File: src/rtl/mem_stage_lsu_if.sv
// Data-memory request/response bus between the M-stage LSU (master) and data memory (slave).
interface mem_stage_lsu_if;
  localparam int unsigned XLEN = 32;
  localparam int unsigned NBYTES = XLEN / 8;

  logic              DM_req;
  logic [NBYTES-1:0] DM_we;
  logic [XLEN-1:0]   DM_addr;
  logic [XLEN-1:0]   DM_wdata;
  logic              DM_ready;
  logic              DM_rvalid;
  logic [XLEN-1:0]   DM_rdata;

  modport master (
    output DM_req, DM_we, DM_addr, DM_wdata,
    input  DM_ready, DM_rvalid, DM_rdata
  );

  modport slave (
    input  DM_req, DM_we, DM_addr, DM_wdata,
    output DM_ready, DM_rvalid, DM_rdata
  );
endinterface

File: src/rtl/mem_stage_lsu.sv
// M-stage load/store unit: one data-memory transaction per load/store, stalling the
// pipeline until it completes, and formatting load data for the MEM/WB register.
module mem_stage_lsu #(
  parameter logic [4:0] LOAD_OP  = 5'b00000,
  parameter logic [4:0] STORE_OP = 5'b01000
) (
  input  logic                 clk,
  input  logic                 rst,
  input  logic                 IM_stall,
  input  logic [4:0]           M_op,
  input  logic [2:0]           M_func3,
  input  logic [4:0]           M_rd,
  input  logic [31:0]          M_aluOut,
  input  logic [31:0]          M_rs2_data,
  mem_stage_lsu_if.master      dm,
  output logic                 DM_stall,
  output logic [31:0]          M_ldData,
  output logic                 M_misalign
);

  localparam int unsigned XLEN   = 32;
  localparam int unsigned NBYTES = XLEN / 8;

  typedef enum logic [1:0] {
    S_IDLE = 2'd0,
    S_REQ  = 2'd1,
    S_WAIT = 2'd2,
    S_DONE = 2'd3
  } state_e;

  state_e            state_q, state_d;
  logic [XLEN-1:0]   ld_q, ld_d;

  logic              is_load, is_store, mem_op;
  logic              f3_legal, misaligned, bad_access, go;
  logic [1:0]        off;
  logic [NBYTES-1:0] st_we;
  logic [XLEN-1:0]   st_wdata;
  logic [7:0]        ld_byte;
  logic [15:0]       ld_half;
  logic [XLEN-1:0]   ld_fmt;

  logic              req_c, stall_c, misalign_c;
  logic [XLEN-1:0]   ld_out_c;

  // Decode; a load to x0 is treated as a NOP so the all-zero bubble is inert.
  always_comb begin
    off      = M_aluOut[1:0];
    is_load  = (M_op == LOAD_OP) && (M_rd != 5'd0);
    is_store = (M_op == STORE_OP);
    mem_op   = is_load || is_store;

    f3_legal = 1'b0;
    if (is_load) begin
      f3_legal = (M_func3 == 3'd0) || (M_func3 == 3'd1) || (M_func3 == 3'd2) ||
                 (M_func3 == 3'd4) || (M_func3 == 3'd5);
    end else if (is_store) begin
      f3_legal = (M_func3 == 3'd0) || (M_func3 == 3'd1) || (M_func3 == 3'd2);
    end

    misaligned = ((M_func3[1:0] == 2'd1) && off[0]) ||
                 ((M_func3[1:0] == 2'd2) && (off != 2'd0));
    bad_access = mem_op && (!f3_legal || misaligned);
    go         = mem_op && !bad_access;
  end

  // Store lane replication and byte enables.
  always_comb begin
    st_we    = '0;
    st_wdata = '0;
    case (M_func3[1:0])
      2'd0: begin
        st_wdata = {4{M_rs2_data[7:0]}};
        st_we    = NBYTES'(4'b0001 << off);
      end
      2'd1: begin
        st_wdata = {2{M_rs2_data[15:0]}};
        st_we    = off[1] ? 4'b1100 : 4'b0011;
      end
      2'd2: begin
        st_wdata = M_rs2_data;
        st_we    = 4'b1111;
      end
      default: begin
        st_wdata = '0;
        st_we    = '0;
      end
    endcase
  end

  // Load lane select and extension.
  always_comb begin
    ld_byte = 8'd0;
    case (off)
      2'd0: ld_byte = dm.DM_rdata[7:0];
      2'd1: ld_byte = dm.DM_rdata[15:8];
      2'd2: ld_byte = dm.DM_rdata[23:16];
      2'd3: ld_byte = dm.DM_rdata[31:24];
      default: ld_byte = 8'd0;
    endcase
    ld_half = off[1] ? dm.DM_rdata[31:16] : dm.DM_rdata[15:0];

    ld_fmt = '0;
    case (M_func3)
      3'd0: ld_fmt = {{24{ld_byte[7]}}, ld_byte};
      3'd1: ld_fmt = {{16{ld_half[15]}}, ld_half};
      3'd2: ld_fmt = dm.DM_rdata;
      3'd4: ld_fmt = {24'd0, ld_byte};
      3'd5: ld_fmt = {16'd0, ld_half};
      default: ld_fmt = '0;
    endcase
  end

  // Next-state and handshake outputs; DONE never stalls so the pipeline can advance.
  always_comb begin
    state_d    = state_q;
    ld_d       = ld_q;
    req_c      = 1'b0;
    stall_c    = 1'b0;
    misalign_c = 1'b0;
    ld_out_c   = '0;

    case (state_q)
      S_IDLE: begin
        misalign_c = bad_access;
        if (go) begin
          req_c   = 1'b1;
          stall_c = 1'b1;
          if (dm.DM_ready) begin
            state_d = is_store ? S_DONE : S_WAIT;
          end else begin
            state_d = S_REQ;
          end
        end
      end
      S_REQ: begin
        req_c   = 1'b1;
        stall_c = 1'b1;
        if (dm.DM_ready) begin
          state_d = is_store ? S_DONE : S_WAIT;
        end
      end
      S_WAIT: begin
        stall_c = 1'b1;
        if (dm.DM_rvalid) begin
          ld_d    = ld_fmt;
          state_d = S_DONE;
        end
      end
      S_DONE: begin
        ld_out_c = ld_q;
        if (!IM_stall) begin
          state_d = S_IDLE;
        end
      end
      default: state_d = S_IDLE;
    endcase
  end

  always_ff @(posedge clk or posedge rst) begin
    if (rst) begin
      state_q <= S_IDLE;
      ld_q    <= '0;
    end else begin
      state_q <= state_d;
      ld_q    <= ld_d;
    end
  end

  // Outputs are forced to their reset values while rst is high.
  always_comb begin
    dm.DM_req    = req_c && !rst;
    dm.DM_addr   = dm.DM_req ? {M_aluOut[31:2], 2'b00} : '0;
    dm.DM_we     = (dm.DM_req && is_store) ? st_we : '0;
    dm.DM_wdata  = (dm.DM_req && is_store) ? st_wdata : '0;
    DM_stall     = stall_c && !rst;
    M_misalign   = misalign_c && !rst;
    M_ldData     = rst ? '0 : ld_out_c;
  end

endmodule
File: src/flat_wrapper.sv
// flat-port wrapper written by rule: the top's interface ports become plain ports
module mem_stage_lsu_flat 
#(
  parameter logic [4:0] LOAD_OP  = 5'b00000,
  parameter logic [4:0] STORE_OP = 5'b01000
)
  (clk, rst, IM_stall, M_op, M_func3, M_rd, M_aluOut, M_rs2_data, DM_stall, M_ldData, M_misalign, dm_DM_req, dm_DM_we, dm_DM_addr, dm_DM_wdata, dm_DM_ready, dm_DM_rvalid, dm_DM_rdata);
  mem_stage_lsu_if dm_i ();
  input  logic clk;
  input  logic rst;
  input  logic IM_stall;
  input  logic [4:0] M_op;
  input  logic [2:0] M_func3;
  input  logic [4:0] M_rd;
  input  logic [31:0] M_aluOut;
  input  logic [31:0] M_rs2_data;
  output logic DM_stall;
  output logic [31:0] M_ldData;
  output logic M_misalign;
  output wire logic [$bits(dm_i.DM_req)-1:0] dm_DM_req;
  output wire logic [$bits(dm_i.DM_we)-1:0] dm_DM_we;
  output wire logic [$bits(dm_i.DM_addr)-1:0] dm_DM_addr;
  output wire logic [$bits(dm_i.DM_wdata)-1:0] dm_DM_wdata;
  input wire logic [$bits(dm_i.DM_ready)-1:0] dm_DM_ready;
  input wire logic [$bits(dm_i.DM_rvalid)-1:0] dm_DM_rvalid;
  input wire logic [$bits(dm_i.DM_rdata)-1:0] dm_DM_rdata;
  assign dm_DM_req = dm_i.DM_req;
  assign dm_DM_we = dm_i.DM_we;
  assign dm_DM_addr = dm_i.DM_addr;
  assign dm_DM_wdata = dm_i.DM_wdata;
  assign dm_i.DM_ready = dm_DM_ready;
  assign dm_i.DM_rvalid = dm_DM_rvalid;
  assign dm_i.DM_rdata = dm_DM_rdata;
  mem_stage_lsu #(.LOAD_OP(LOAD_OP), .STORE_OP(STORE_OP)) u_core (.clk(clk), .rst(rst), .IM_stall(IM_stall), .M_op(M_op), .M_func3(M_func3), .M_rd(M_rd), .M_aluOut(M_aluOut), .M_rs2_data(M_rs2_data), .dm(dm_i), .DM_stall(DM_stall), .M_ldData(M_ldData), .M_misalign(M_misalign));
endmodule
File: config.mk
export PLATFORM = sky130hd
export DESIGN_NAME = mem_stage_lsu_flat
export DESIGN_NICKNAME = d
export VERILOG_FILES = /design/src/rtl/mem_stage_lsu_if.sv /design/src/rtl/mem_stage_lsu.sv /design/src/flat_wrapper.sv
export SDC_FILE = /design/constraint.sdc
export NUM_CORES = 1
export LEC_CHECK = 0
export CAP_MARGIN = 20
export CORE_MARGIN = 5
export CORE_UTILIZATION = 39
export CTS_CLUSTER_SIZE = 40
export DETAILED_ROUTE_END_ITERATION = 8
export PLACE_DENSITY_LB_ADDON = 0.3
export SKIP_LAST_GASP = 1
export SLEW_MARGIN = 10
export SYNTH_ARGS = -nofsm -noshare
export SYNTH_HDL_FRONTEND = slang
export SYNTH_SLANG_ARGS = --single-unit
File: constraint.sdc
create_clock -name clk -period 3.7 [get_ports clk]
set_input_delay 0.37 -clock clk [delete_from_list [all_inputs] [get_ports clk]]
set_output_delay 0.37 -clock clk [all_outputs]
set_load 0.02 [all_outputs]
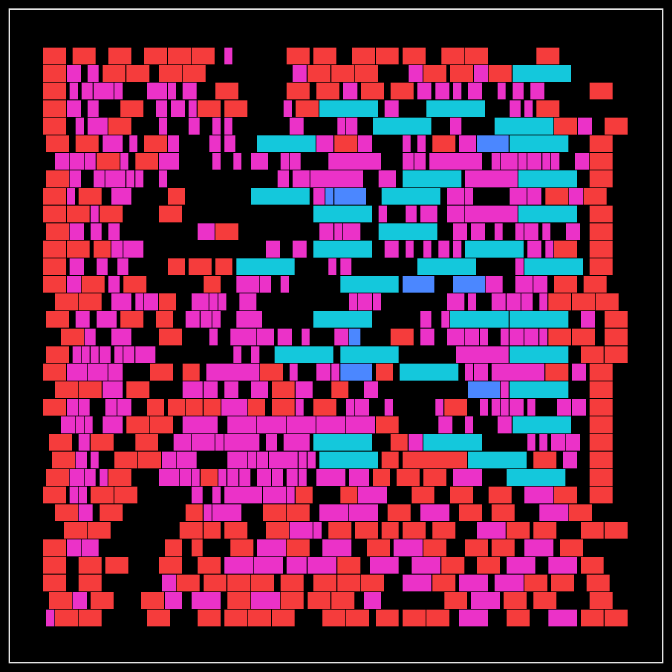
*Cell classes on the final placement, run 1*
[blue] clock drivers and dummy loads | cells: 8 | share of their area: 1.7%
[cyan] flip-flops | cells: 34 | share of their area: 15%
[magenta] all other logic | cells: 321 | share of their area: 40%
[red] other buffers and delay cells | cells: 240 | share of their area: 43%

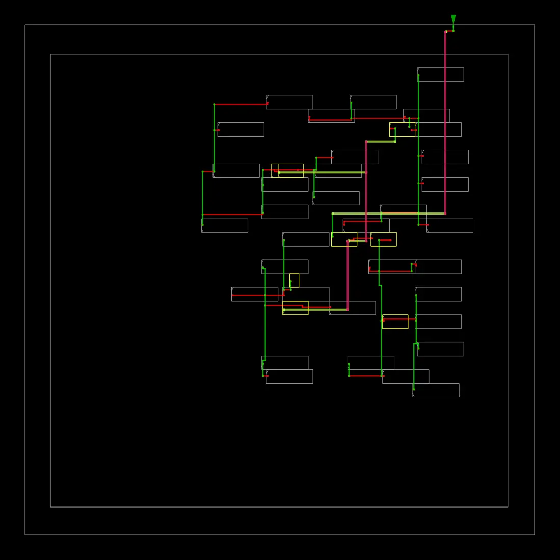
*The clock network, run 1*
registers: 34
CTS Buf Count: 5
clock sink count: 34
clk ins delay skew pair: 0.28 ns
Power Clock: 0.282 mW

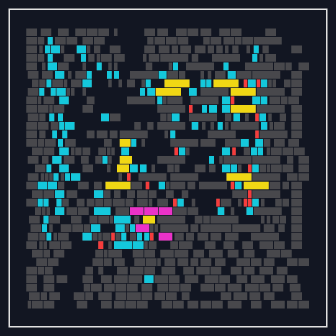
*Gate families picked out, run 1*
[yellow] multiplexers | cells: 12 | where: middle
[magenta] adder and majority cells | cells: 5
[red] NAND gates | cells: 20
[cyan] inverting AOI/OAI gates | cells: 105
combinational fraction of the cell area: 38.5%
dominant logic cell type in the layout: clkdlybuf4s50_1

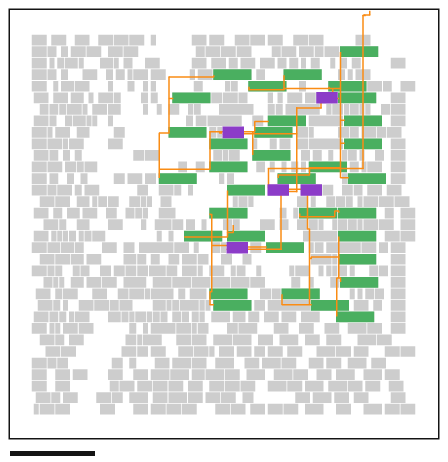
*Clock wires, drivers and flops, run 1*
Bar = 20 um.
[purple] cells driving clock nets | count: 5
[orange] clock wires | length: 447 um
[green] flip-flops | count: 34
routed clock nets: 6

==> results.sh, run 1 <==
# flow metrics
export IMPL_status="finished, final reports clean"
export IMPL_cts_tree="yes"
export IMPL_holdCritPathClass="input pin to asynchronous set/reset pin"
export IMPL_dr_wl_met2_um=6280
export IMPL_cpMostUsedCell="clkdlybuf4s50_1"
export IMPL_synth_area_um2=3230
export IMPL_m1WireLength_um=4440
export IMPL_fp_util_pct=39.7
export IMPL_grt_max_degree=43
export IMPL_vias=3857
export IMPL_final_period_utilization_pct=92.2
export IMPL_logic_gates=312
export IMPL_syn_inst=392
export IMPL_crit_fanout=10
export IMPL_grt_use_met1_pct=25.8
export IMPL_clk_path_buf_depth=2
export IMPL_timing_rr_end="u_core.ld_q[22]"
export IMPL_dp_cells=694
export IMPL_flop_cell="dfrtp_1"
export IMPL_nonClkBufAreaFrac_pct=41.8
export IMPL_antenna_found_initial=0
export IMPL_fmax_mhz=293
export IMPL_nNonClkInverters=9
export IMPL_aoi_share_pct=23.2
export IMPL_cts_htree_levels=2
export IMPL_hold_ws_ns=0.225
export IMPL_layout_top_cells="clkdlybuf4s50_1, nor2_1, a21oi_1"
export IMPL_area_growth_pct=74.5
export IMPL_wl_per_cell_um=17.4
export IMPL_fp_dieW_um=101
export IMPL_simple_gate_share_pct=34.6
export IMPL_ys_sh_mux_pct=6.94
export IMPL_regToRegSetupSlack_ns=1.80
export IMPL_final_antenna_net_count=0
export IMPL_synth_flops=34
export IMPL_startpoint="M_func3[2]"
export IMPL_via_per_inst=5.45
export IMPL_multiInputGateArea_um2=2170
export IMPL_clkCellAreaFrac_pct=1.62
export IMPL_startpoint_type="input pin"
export IMPL_io_pins=217
export IMPL_p_seq_share_pct=30.8
export IMPL_p_leak_nw=2.08
export IMPL_path_cells="clkdlybuf4s50_1 > or4_4 > a221oi_2 > a21oi_4 > buf_4 > nor3b_2 > clkdlybuf4s50_1"
export IMPL_power_top_group="combinational cells"
export IMPL_ctsHoldBuffers=0
export IMPL_grt_pass1_wl_um=18900
export IMPL_top_regs="u_core.ld_q: 32 flops, u_core.state_q: 2 flops"
export IMPL_top_layer="met4"
export IMPL_largest_reg_flops=32
export IMPL_post_cts_resized=0
export IMPL_num_rows=33
export IMPL_rr_startpoint="u_core.state_q[0]"
export IMPL_syn_area_per_cell_um2=8.23
export IMPL_route_met3_wl_um=1290
export IMPL_p_per_area_nw_per_um2=387
export IMPL_timing_final_ws_setup_ns=0.289
export IMPL_sh_seq_area_pct=15.1
export IMPL_p_seq_mw=0.671
export IMPL_synth_seq_share_pct=26.4
export IMPL_slew_headroom_pct=58.6
export IMPL_ys_cells=392
export IMPL_final_cells=708
export IMPL_grt_busiest_layer="met2"
export IMPL_ff2ff_path_depth=6
export IMPL_power_mw=2.18
export IMPL_maxCapViolCount=0
export IMPL_dominant_cells="non-clock buffers"
export IMPL_path_clk_slew_ns=0.07
==> run 2: changes to the inputs <==
--- a/config.mk
+++ b/config.mk
@@ -7,7 +7,7 @@
 export LEC_CHECK = 0
 export CAP_MARGIN = 20
 export CORE_MARGIN = 5
-export CORE_UTILIZATION = 39
+export CORE_UTILIZATION = 37
 export CTS_CLUSTER_SIZE = 40
 export DETAILED_ROUTE_END_ITERATION = 8
 export PLACE_DENSITY_LB_ADDON = 0.3
==> constraint.sdc (replaced) <==
create_clock -name clk -period 3.9 [get_ports clk]
set_input_delay 0.39 -clock clk [delete_from_list [all_inputs] [get_ports clk]]
set_output_delay 0.39 -clock clk [all_outputs]
set_load 0.02 [all_outputs]
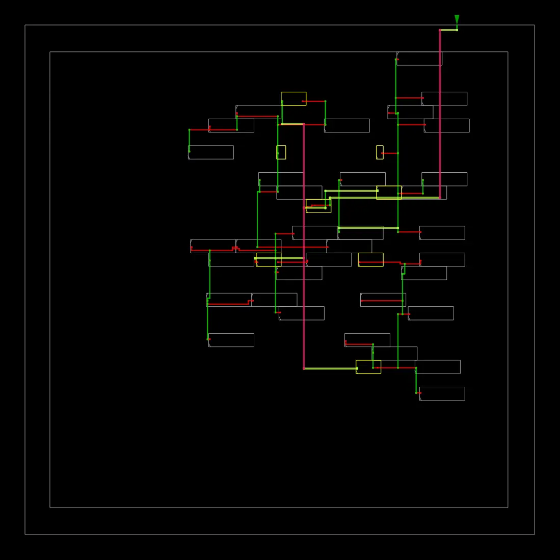
*The clock network, run 2*
Clock Skew: 0.00490 ns
clkbuf count: 7

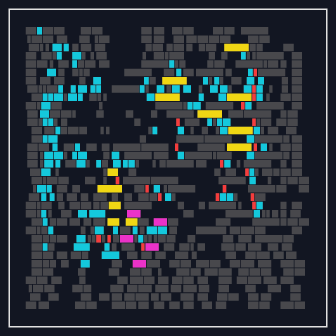
*Gate families picked out, run 2*
Final Non-Filler Cells: 698
combinational fraction of the cell area: 39.2%

==> run 2 against run 1 <==
Effect of this change:
- first-iteration DRC count fell by 5.0%
- die size is 4.9% higher
- synthesized area unchanged
- register-to-register slack better by 0.20 ns
- setup slack improved by 0.0072 ns
- highest routed layer unchanged
- critical path type unchanged
- total power shrank 6.5%
- final cell count shrank 1.4%
- sequential power shrank 5.2%
- largest cell class unchanged
- via count is 2.4% lower
==> results.sh, run 2 <==
# flow metrics
export IMPL_status="finished, final reports clean"
export IMPL_dominant_cells="non-clock buffers"
export IMPL_clkCellAreaFrac_pct=1.65
export IMPL_yosys_top_cells_count="nor2_1, a21oi_1, and2_1, dfrtp_1, nor3b_2"
export IMPL_cts_htree_levels=2
export IMPL_ys_cells=392
export IMPL_ys_sh_mux_pct=6.94
export IMPL_ff2ff_path_depth=5
export IMPL_post_cts_resized=0
export IMPL_p_leak_nw=2.02
export IMPL_worst_skew_pair_late_latency_ns=0.29
export IMPL_syn_inst=392
export IMPL_aoi_share_pct=23.2
export IMPL_synth_seq_share_pct=26.4
export IMPL_mostFrequentLayoutCell="clkdlybuf4s50_1"
export IMPL_via_per_inst=5.40
export IMPL_area_growth_pct=71.6
export IMPL_hold_ws_ns=0.273
export IMPL_grt_pass1_wl_um=18800
export IMPL_top_logic_kind="simple AND/OR/NAND/NOR gates"
export IMPL_p_sw_share_pct=39.9
export IMPL_timing_rr_end="u_core.state_q[1]"
export IMPL_die_area_um2=10700
export IMPL_cts_tree="yes"
export IMPL_num_rows=34
export IMPL_io_pins=217
export IMPL_first_pass_iters=4
export IMPL_antenna_found_initial=0
export IMPL_nonClkBufAreaFrac_pct=40.7
export IMPL_sh_seq_area_pct=15.4
export IMPL_synth_area_um2=3230
export IMPL_slew_headroom_pct=44.1
export IMPL_fp_dieW_um=103
export IMPL_nNonClkInverters=9
export IMPL_p_per_area_nw_per_um2=368
export IMPL_dr_wl_met2_um=6560
export IMPL_pg_clk_mw=0.273
export IMPL_route_met3_wl_um=1110
export IMPL_grt_max_degree=52
export IMPL_clock_sink_count=34
export IMPL_simple_gate_share_pct=34.6
export IMPL_p_seq_share_pct=31.2
export IMPL_top_regs="u_core.ld_q: 32 flops, u_core.state_q: 2 flops"
export IMPL_path_cells="clkdlybuf4s50_1 > or4_4 > a221oi_2 > a21oi_4 > buf_16 > nor3b_2 > clkdlybuf4s50_1"
export IMPL_wl_per_cell_um=18.1
export IMPL_numCtsBuffers=5
export IMPL_fp_util_pct=37.5
export IMPL_rr_startpoint="u_core.state_q[1]"
export IMPL_startpoint="M_func3[0]"
export IMPL_power_top_group="combinational cells"
export IMPL_seq_cell_count=34
export IMPL_holdCritPathClass="input pin to asynchronous set/reset pin"
export IMPL_tightestPinTransition_ns=0.837
export IMPL_layout_top_cells="clkdlybuf4s50_1, nor2_1, a21oi_1"
export IMPL_m1WireLength_um=4630
export IMPL_logic_gates=312
export IMPL_timing_final_ws_setup_ns=0.296
export IMPL_power_mw=2.04
export IMPL_synth_flops=34
export IMPL_grt_busiest_layer="met2"
export IMPL_syn_area_per_cell_um2=8.23
export IMPL_final_antenna_net_count=0
export IMPL_multiInputGateArea_um2=2170
export IMPL_p_clk_share_pct=13.4
export IMPL_dp_cells=689
export IMPL_vias=3766
export IMPL_regToRegSetupSlack_ns=2.00
export IMPL_clk_path_buf_depth=2
export IMPL_startpoint_type="input pin"
export IMPL_path_clk_slew_ns=0.07
export IMPL_finalNetCount=708
export IMPL_largest_reg_flops=32
export IMPL_fmax_mhz=277
export IMPL_ctsHoldBuffers=0
export IMPL_p_seq_mw=0.636
export IMPL_top_layer="met4"
export IMPL_cpMostUsedCell="clkdlybuf4s50_1"
export IMPL_flop_cell="dfrtp_1"
export IMPL_pre_cts_ws_ns=0.293
export IMPL_crit_fanout=17
export IMPL_maxCapViolCount=0
export IMPL_final_period_utilization_pct=92.4
export IMPL_grt_use_met1_pct=24.8
export IMPL_final_area_um2=5540
Power figures rest on the tool's default switching activity, not on a simulated workload.
